File: config.mk
export PLATFORM = sky130hd
export DESIGN_NAME = morse_keyer
export DESIGN_NICKNAME = d
export VERILOG_FILES = /design/src/rtl/morse_keyer.sv
export SDC_FILE = /design/constraint.sdc
export NUM_CORES = 1
export LEC_CHECK = 0
export CAP_MARGIN = 30
export CORE_MARGIN = 2
export CORE_UTILIZATION = 25
export CTS_CLUSTER_SIZE = 10
export DETAILED_ROUTE_END_ITERATION = 10
export GPL_TIMING_DRIVEN = 0
export PLACE_DENSITY = 0.41
export SLEW_MARGIN = 20
export SYNTH_ARGS = -nofsm -noshare
export SYNTH_HDL_FRONTEND = slang
export SYNTH_SLANG_ARGS = --single-unit
File: constraint.sdc
create_clock -name clk -period 3.34 [get_ports clk]
set_input_delay 0.835 -clock clk [delete_from_list [all_inputs] [get_ports clk]]
set_output_delay 0.835 -clock clk [all_outputs]
set_load 0.01 [all_outputs]
File: src/rtl/morse_keyer.sv
// Morse keyer: accepts one A-Z/0-9 code per handshake and keys its ITU pattern.
// Optional word-space code 36 is enabled by defining MORSE_WORD_SPACE_EN.
module morse_keyer #(
  parameter int UNIT_CYCLES    = 4,
  parameter int DASH_UNITS     = 3,
  parameter int ELEM_GAP_UNITS = 1,
  parameter int CHAR_GAP_UNITS = 3,
  parameter int WORD_GAP_UNITS = 7
) (
  input  logic       clk,
  input  logic       reset,
  input  logic [5:0] num,
  input  logic       in_valid,
  output logic       in_ready,
  output logic       tx,
  output logic       ponto,
  output logic       traco,
  output logic [2:0] elem_idx,
  output logic       done,
  output logic       err
);

  typedef enum logic [1:0] {
    IDLE,
    MARK,
    EGAP,
    CGAP
  } state_t;

  localparam int M1 = (DASH_UNITS > ELEM_GAP_UNITS) ?
                      DASH_UNITS : ELEM_GAP_UNITS;
  localparam int M2 = (M1 > CHAR_GAP_UNITS) ? M1 : CHAR_GAP_UNITS;
  localparam int MAXU = (M2 > WORD_GAP_UNITS) ? M2 : WORD_GAP_UNITS;
  localparam int UW = (MAXU > 1) ? $clog2(MAXU) : 1;
  localparam int CW = (UNIT_CYCLES > 1) ? $clog2(UNIT_CYCLES) : 1;

  // {len, pattern}: pattern is left-aligned, bit 4 is the first element,
  // 1 = dot, 0 = dash; len 0 marks an unsupported code
  function automatic logic [7:0] lookup(input logic [5:0] c);
    logic [7:0] r;
    case (c)
      6'd0:  r = {3'd2, 5'b10000};
      6'd1:  r = {3'd4, 5'b01110};
      6'd2:  r = {3'd4, 5'b01010};
      6'd3:  r = {3'd3, 5'b01100};
      6'd4:  r = {3'd1, 5'b10000};
      6'd5:  r = {3'd4, 5'b11010};
      6'd6:  r = {3'd3, 5'b00100};
      6'd7:  r = {3'd4, 5'b11110};
      6'd8:  r = {3'd2, 5'b11000};
      6'd9:  r = {3'd4, 5'b10000};
      6'd10: r = {3'd3, 5'b01000};
      6'd11: r = {3'd4, 5'b10110};
      6'd12: r = {3'd2, 5'b00000};
      6'd13: r = {3'd2, 5'b01000};
      6'd14: r = {3'd3, 5'b00000};
      6'd15: r = {3'd4, 5'b10010};
      6'd16: r = {3'd4, 5'b00100};
      6'd17: r = {3'd3, 5'b10100};
      6'd18: r = {3'd3, 5'b11100};
      6'd19: r = {3'd1, 5'b00000};
      6'd20: r = {3'd3, 5'b11000};
      6'd21: r = {3'd4, 5'b11100};
      6'd22: r = {3'd3, 5'b10000};
      6'd23: r = {3'd4, 5'b01100};
      6'd24: r = {3'd4, 5'b01000};
      6'd25: r = {3'd4, 5'b00110};
      6'd26: r = {3'd5, 5'b00000};
      6'd27: r = {3'd5, 5'b10000};
      6'd28: r = {3'd5, 5'b11000};
      6'd29: r = {3'd5, 5'b11100};
      6'd30: r = {3'd5, 5'b11110};
      6'd31: r = {3'd5, 5'b11111};
      6'd32: r = {3'd5, 5'b01111};
      6'd33: r = {3'd5, 5'b00111};
      6'd34: r = {3'd5, 5'b00011};
      6'd35: r = {3'd5, 5'b00001};
      default: r = 8'd0;
    endcase
    return r;
  endfunction

  state_t          state;
  logic [CW-1:0]   cyc;
  logic [UW-1:0]   units;
  logic [UW-1:0]   last_u;
  logic [4:0]      pat;
  logic [2:0]      len;
  logic [7:0]      code;
  logic            tick;
  logic            phase_end;
  logic            space;

  assign code      = lookup(num);
  assign tick      = (cyc == CW'(UNIT_CYCLES - 1));
  assign phase_end = tick && (units == last_u);
`ifdef MORSE_WORD_SPACE_EN
  assign space     = (num == 6'd36);
`else
  assign space     = 1'b0;
`endif

  always_ff @(posedge clk) begin
    if (reset) begin
      state    <= IDLE;
      cyc      <= '0;
      units    <= '0;
      last_u   <= '0;
      pat      <= '0;
      len      <= '0;
      in_ready <= 1'b1;
      tx       <= 1'b0;
      ponto    <= 1'b0;
      traco    <= 1'b0;
      elem_idx <= '0;
      done     <= 1'b0;
      err      <= 1'b0;
    end else begin
      done <= 1'b0;
      err  <= 1'b0;
      if (state != IDLE) begin
        if (tick) begin
          cyc   <= '0;
          units <= (units == last_u) ? '0 : units + 1'b1;
        end else begin
          cyc <= cyc + 1'b1;
        end
      end
      case (state)
        IDLE: begin
          if (in_valid) begin
            cyc      <= '0;
            units    <= '0;
            elem_idx <= '0;
            if (code[7:5] != 3'd0) begin
              state    <= MARK;
              len      <= code[7:5];
              pat      <= code[4:0];
              in_ready <= 1'b0;
              tx       <= 1'b1;
              ponto    <= code[4];
              traco    <= ~code[4];
              last_u   <= code[4] ? '0 : UW'(DASH_UNITS - 1);
            end else if (space) begin
              state    <= CGAP;
              in_ready <= 1'b0;
              last_u   <= UW'(WORD_GAP_UNITS - 1);
            end else begin
              err <= 1'b1;
            end
          end
        end
        MARK: begin
          if (phase_end) begin
            tx    <= 1'b0;
            ponto <= 1'b0;
            traco <= 1'b0;
            if (elem_idx == len - 3'd1) begin
              state  <= CGAP;
              last_u <= UW'(CHAR_GAP_UNITS - 1);
            end else begin
              state  <= EGAP;
              last_u <= UW'(ELEM_GAP_UNITS - 1);
            end
          end
        end
        EGAP: begin
          if (phase_end) begin
            state    <= MARK;
            pat      <= {pat[3:0], 1'b0};
            elem_idx <= elem_idx + 3'd1;
            tx       <= 1'b1;
            ponto    <= pat[3];
            traco    <= ~pat[3];
            last_u   <= pat[3] ? '0 : UW'(DASH_UNITS - 1);
          end
        end
        CGAP: begin
          if (phase_end) begin
            state    <= IDLE;
            done     <= 1'b1;
            in_ready <= 1'b1;
            elem_idx <= '0;
          end
        end
        default: state <= IDLE;
      endcase
    end
  end

endmodule

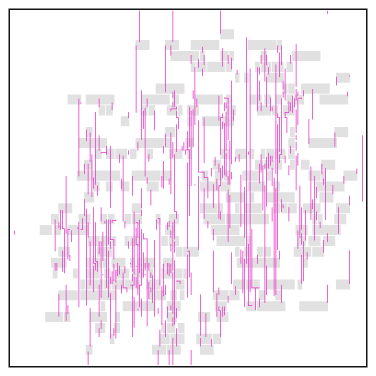
met2.png
Drawn at 4 px/um.
The layer carries 2,150 um of wire. The longest straight run is 56.4 um. The wires run mostly vertical. The layer holds 44% of the routed length.
via count: 1,688
WL final: 4941 um
GR Util met2: 21.17%

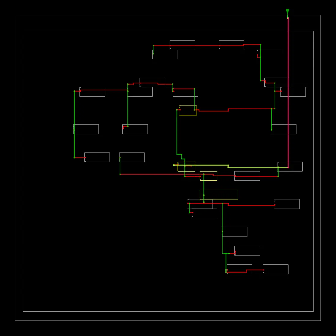
final_clocks.png
Clock Sink Count: 24
num sequential: 24

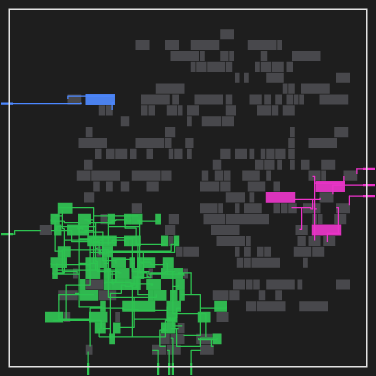
port_nets.png
Drawn at 4 px/um.
Key: blue = `tx` [bits 1, direction output, edge west, end cells 1, wire 31.8 um]; magenta = `elem_idx` [bits 3, direction output, edge east, end cells 3, wire 78.7 um]; green = `num` [bits 6, direction input, edge 5 south, 1 west, end cells 61, wire 821 um]
Top Ports: 18
Port Buf Inserts: 17

==> results.sh <==
# physical design summary
export IMPL_setup_ws_ns=0.1357
export IMPL_buf_share_pct=11.35
export IMPL_cp_max_fo=7
export IMPL_internal_power_mw=0.7844
export IMPL_logic_family="AND-OR/OR-AND gates"
export IMPL_fin_crit_sh_pct=95.94
export IMPL_comb_share_pct=55.13
export IMPL_die_w_um=89.01
export IMPL_highest_signal_layer="met4"
export IMPL_worstSetupStartpoint="num[1]"
export IMPL_p_seq_share_pct=29.8
export IMPL_crit_end="state[0]$_SDFFE_PP0P_"
export IMPL_grt_use_met1_pct=19.19
export IMPL_common_cells="dfxtp_1 (24), a21oi_1 (19), nor2_1 (18), inv_1 (15), o21ai_0 (14)"
export IMPL_max_stage_delay_ns=0.41
export IMPL_wire_per_inst_um=14.41
export IMPL_cp_slowest_cell="ha_1"
export IMPL_yosysSeqAreaShare_pct=26.59
export IMPL_dieArea_um2=7923
export IMPL_clock_latency_ns=0.27
export IMPL_p_total_mw=1.304
export IMPL_synth_warnings=0
export IMPL_clkTransAtPathRegs_ns=0.10
export IMPL_nFillCells=775
export IMPL_regArea_um2=480.5
export IMPL_max_slew_margin_rel_pct=50.21
export IMPL_htree_levels=1
export IMPL_sh_seq_area_pct=22.12
export IMPL_rsz0062_at_grt="false"
export IMPL_ff_type="dfxtp_1"
export IMPL_leakagePower_nw=0.8157
export IMPL_power_frac_clock_pct=20.2
export IMPL_pwr_density_cell_nw_per_um2=600.3
export IMPL_clk_power_mw=0.263
export IMPL_outcome="complete, no violations"
export IMPL_hold_class="reg2reg"
export IMPL_coreArea_um2=6907
export IMPL_whs_ns=0.4770
export IMPL_ys_sh_xor_pct=4.848
export IMPL_top_usage_layer="met2"
export IMPL_die_h_um=89.01
export IMPL_synth_async_reset_ratio_pct=0
export IMPL_dr_pass1_iters=6
export IMPL_syn2layout_area_growth_pct=20.22
export IMPL_inverters=15
export IMPL_place_inst=339
export IMPL_drive_above_1_share_pct=8.097
